Design display_bcd_ctrl, sky130hd; sources not shown.
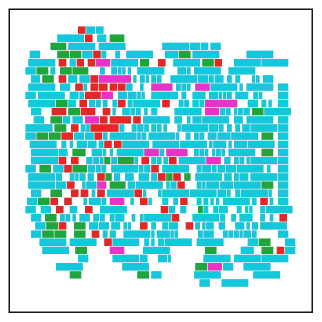
Fig. 1. Drive-strength map.
Scale: 3 px per um.
x2: shown in green, cells 46. x6 and larger: shown in magenta, cells 15. x3 and x4: shown in red, cells 62. x1 and smaller: shown in cyan, cells 379.
min setup slack post-route: -0.192 ns
Design Area, Final: 0.00541 mm2
area delta synth->final: 26.8%
number of non-clock buffers in the layout: 98

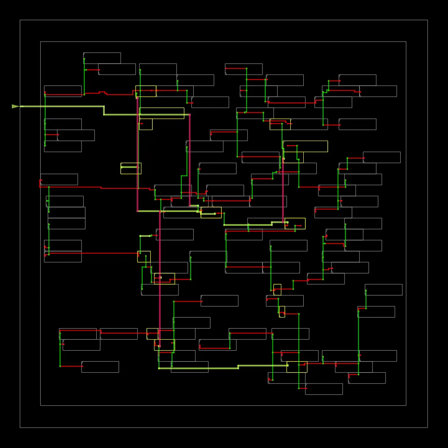
Fig. 2. The clock network.
clock sinks: 82
Late-Pin Clk Latency: 0.35 ns
clk pwr: 1.21 mW
Inserted Clock Buffers: 9

==> flow_summary.json <==
{
  "status": "finished with violations",
  "violations": "setup timing",
  "drive_gt1_frac": 0.245,
  "whs_path_depth": 2,
  "p_per_area_mw_per_mm2": 1340,
  "drt-wirelength-per-cell_um": 15.6,
  "seqPwrFrac": 0.356,
  "drt-initial-drc-count": 191,
  "switching_power_mw": 2.95,
  "hold_path_class": "reg2reg",
  "tightestPinTransition_ns": 0.510,
  "grt_remaining_overflow": 0,
  "synthTopCellsByArea": "dfrtp_1 48%, mux2_2 8.7%, o21ai_0 4.1%",
  "ir_worst_vdd_uv": 547,
  "grt_use_met2": 0.337,
  "grtUsageMet1": 0.248,
  "tool_warnings": 34,
  "vias_per_cell": 5.65,
  "routed_wl_um": 9450,
  "yosys_warnings": 0,
  "synth_seq_share": 0.482,
  "cp-start-kind": "flop",
  "ys_top_cells_by_count": "82 x dfrtp_1, 35 x o21ai_0, 33 x mux2_2",
  "final-instance-count-excl-fill": 607,
  "placed_cells": 586,
  "fp_util": 0.527,
  "path_max_fanout": 4,
  "met3_usage": 0.0457,
  "synth_stat.cells": 412,
  "rr_worst_depth": 7,
  "grt.busiest_layer": "met2",
  "drc_errors": 0,
  "aoi_share": 0.149,
  "end_kind": "flop",
  "pwr-share-clk": 0.168,
  "comb_power_share": 0.477,
  "hold_viol": 0,
  "synth_cells": 412,
  "fin_crit_sh": 1.09,
  "cts.clk_slew.worst_paths_ns": 0.09,
  "ys_area_mm2": 0.00426,
  "drv_slew": 0,
  "timing.fmax_mhz": 418,
  "dieHeight_um": 101,
  "rows": 33,
  "top_cell": "dfrtp_1",
  "diodes": 0,
  "rrSetupSlack_ns": -0.19,
  "pin_count": 42,
  "dp_hpwl_um": 6740,
  "grt_pass1_wl_um": 16100,
  "xor_share": 0.0308,
  "yosysUniqueCellTypes": 55,
  "switching_share": 0.408,
  "internal_power_mw": 4.27,
  "track_usage": 0.197,
  "cts_root_buffer": "clkbuf_8",
  "h-tree-depth": 3,
  "period_needed_ns": 2.39,
  "worst_slack_ns": -0.192,
  "maxSlewHeadroom": 0.660,
  "crit_type": "reg2reg",
  "cts_tree": "yes",
  "grt_antenna_before_repair": 0,
  "syn_area_mm2": 0.00426,
  "rsz0062_at_grt": "yes",
  "mux_area_frac": 0.123,
  "netlist.area_leader.share": 0.482,
  "syn_nets": 443,
  "leakage_nw": 2.43,
  "dieWidth_um": 101,
  "tns_ns": -0.769,
  "async_reset_ff_frac": 1.00,
  "fp.coreArea_mm2": 0.00809,
  "setup_viol_count_final": 6,
  "synth-edff-count": 0,
  "vias": 3427,
  "maxCapViolCount": 0,
  "synth_area_per_cell_um2": 10.3,
  "dr.pass1.iters": 4,
  "grt_pass1_vias": 3443,
  "nFillCells": 641,
  "timing.critical_path.required_ns": 2.24,
  "final_net_count": 528,
  "topCombFamilyByArea": "AND-OR/OR-AND gates",
  "portBuffers": 41,
  "postRouteAntennaNets": 0,
  "arrival_ns": 2.43,
  "synth-simple-area-share": 0.143,
  "ys.flops": 82,
  "place_congestion": 0.850,
  "adder_share": 0.0352,
  "yosysTopAreaCell": "dfrtp_1",
  "die_area_mm2": 0.0101,
  "clockBufferDepth": 2,
  "flop_cell": "dfrtp_1",
  "grt_max_degree": 41
}
## critical path, cell delays in order, from the launching register on
cell and delay [ns]:
dfrtp_1 0.41, mux2i_2 0.22, ha_2 0.25, or4b_4 0.49, a221oi_4 0.32, nand3_1 0.14
mux2i_1 0.17, o21ai_1 0.08
## power groups by stage
stage	Clock, mW	Combinational [mW]	Sequential, mW
6_report	1.21	3.44	2.57
5_1_grt	1.31	3.78	2.64
4_1_cts	1.23	3.41	2.56
3_5_place_dp	0	3.36	2.59
2_1_floorplan	0	1.91	2.90
3_3_place_gp	0	3.21	2.55
## cell type report
cell class / count / area (um2) / area share
multi-input combinational: 294 / 2100 / 0.388
clock inverter: 6 / 90.1 / 0.0167
sequential: 82 / 2050 / 0.380
timing repair buffer: 98 / 862 / 0.159
clock buffer: 10 / 128 / 0.0236
tap: 105 / 131 / 0.0243
inverter: 12 / 45.0 / 0.00833
## logic make-up (layout without fill, tap and decap cells)
family,after synthesis,after routing
multiplexers,48,48
adder cells (fa/ha/maj),12,12
AND-OR/OR-AND,100,100
AND/OR/NAND/NOR,119,119
XOR/XNOR,15,15
flip-flops,82,82
buffers and inverters,36,126
## placed cells by master (no fill, tap or decap), drive strengths merged, types with 7 or more instances in the layout
cell | synthesis | final
clkbuf | 14 | 10
a21oi | 30 | 30
nor2 | 26 | 26
clkdlybuf4s50 | 0 | 36
ha | 12 | 12
xor2 | 7 | 7
mux2 | 34 | 34
nor3 | 8 | 8
nand3 | 14 | 14
inv | 12 | 13
and3 | 7 | 7
dfrtp | 82 | 82
buf | 10 | 57
nand2b | 8 | 8
nand2 | 33 | 33
mux2i | 14 | 14
xnor2 | 8 | 8
o21ai | 37 | 37
## per-layer routing
| layer | vias up | routed length [um] | share of wire |
|---|---|---|---|
| met5 | - | 0 | 0 |
| met4 | 0 | 144 | 0.015 |
| met3 | 17 | 501 | 0.053 |
| met2 | 98 | 4780 | 0.51 |
| met1 | 1659 | 4030 | 0.43 |
| li1 | 1653 | - | - |
## what timing repair did
action / CTS / global route
resized: 7 / 7
cloned: 0 / 0
endpoints found under the setup margin: 15 / 9
buffers inserted: 4 / 0
hold buffers: 1 / 0
hold endpoints to repair: 37 / 0
pin swaps: 7 / 4
## metrics by stage
| stage | util | worst slack (ns) | power [mW] | hold WS, ns | cell area [um2] |
|---|---|---|---|---|---|
| 4_1_cts | 0.664 | -0.110 | 7.20 | 0.253 | 5370 |
| 6_report | 0.668 | -0.192 | 7.22 | 0.277 | 5410 |
| 5_1_grt | 0.668 | -0.361 | 7.74 | 0.279 | 5410 |
| 3_3_place_gp | 0.631 | -0.638 | 5.76 | 0.139 | 5110 |
| 3_5_place_dp | 0.631 | -0.728 | 5.94 | 0.140 | 5110 |
| 2_1_floorplan | - | -0.499 | 4.81 | -0.166 | 4290 |
No activity file was given, so power comes from the tool's default toggle rates.
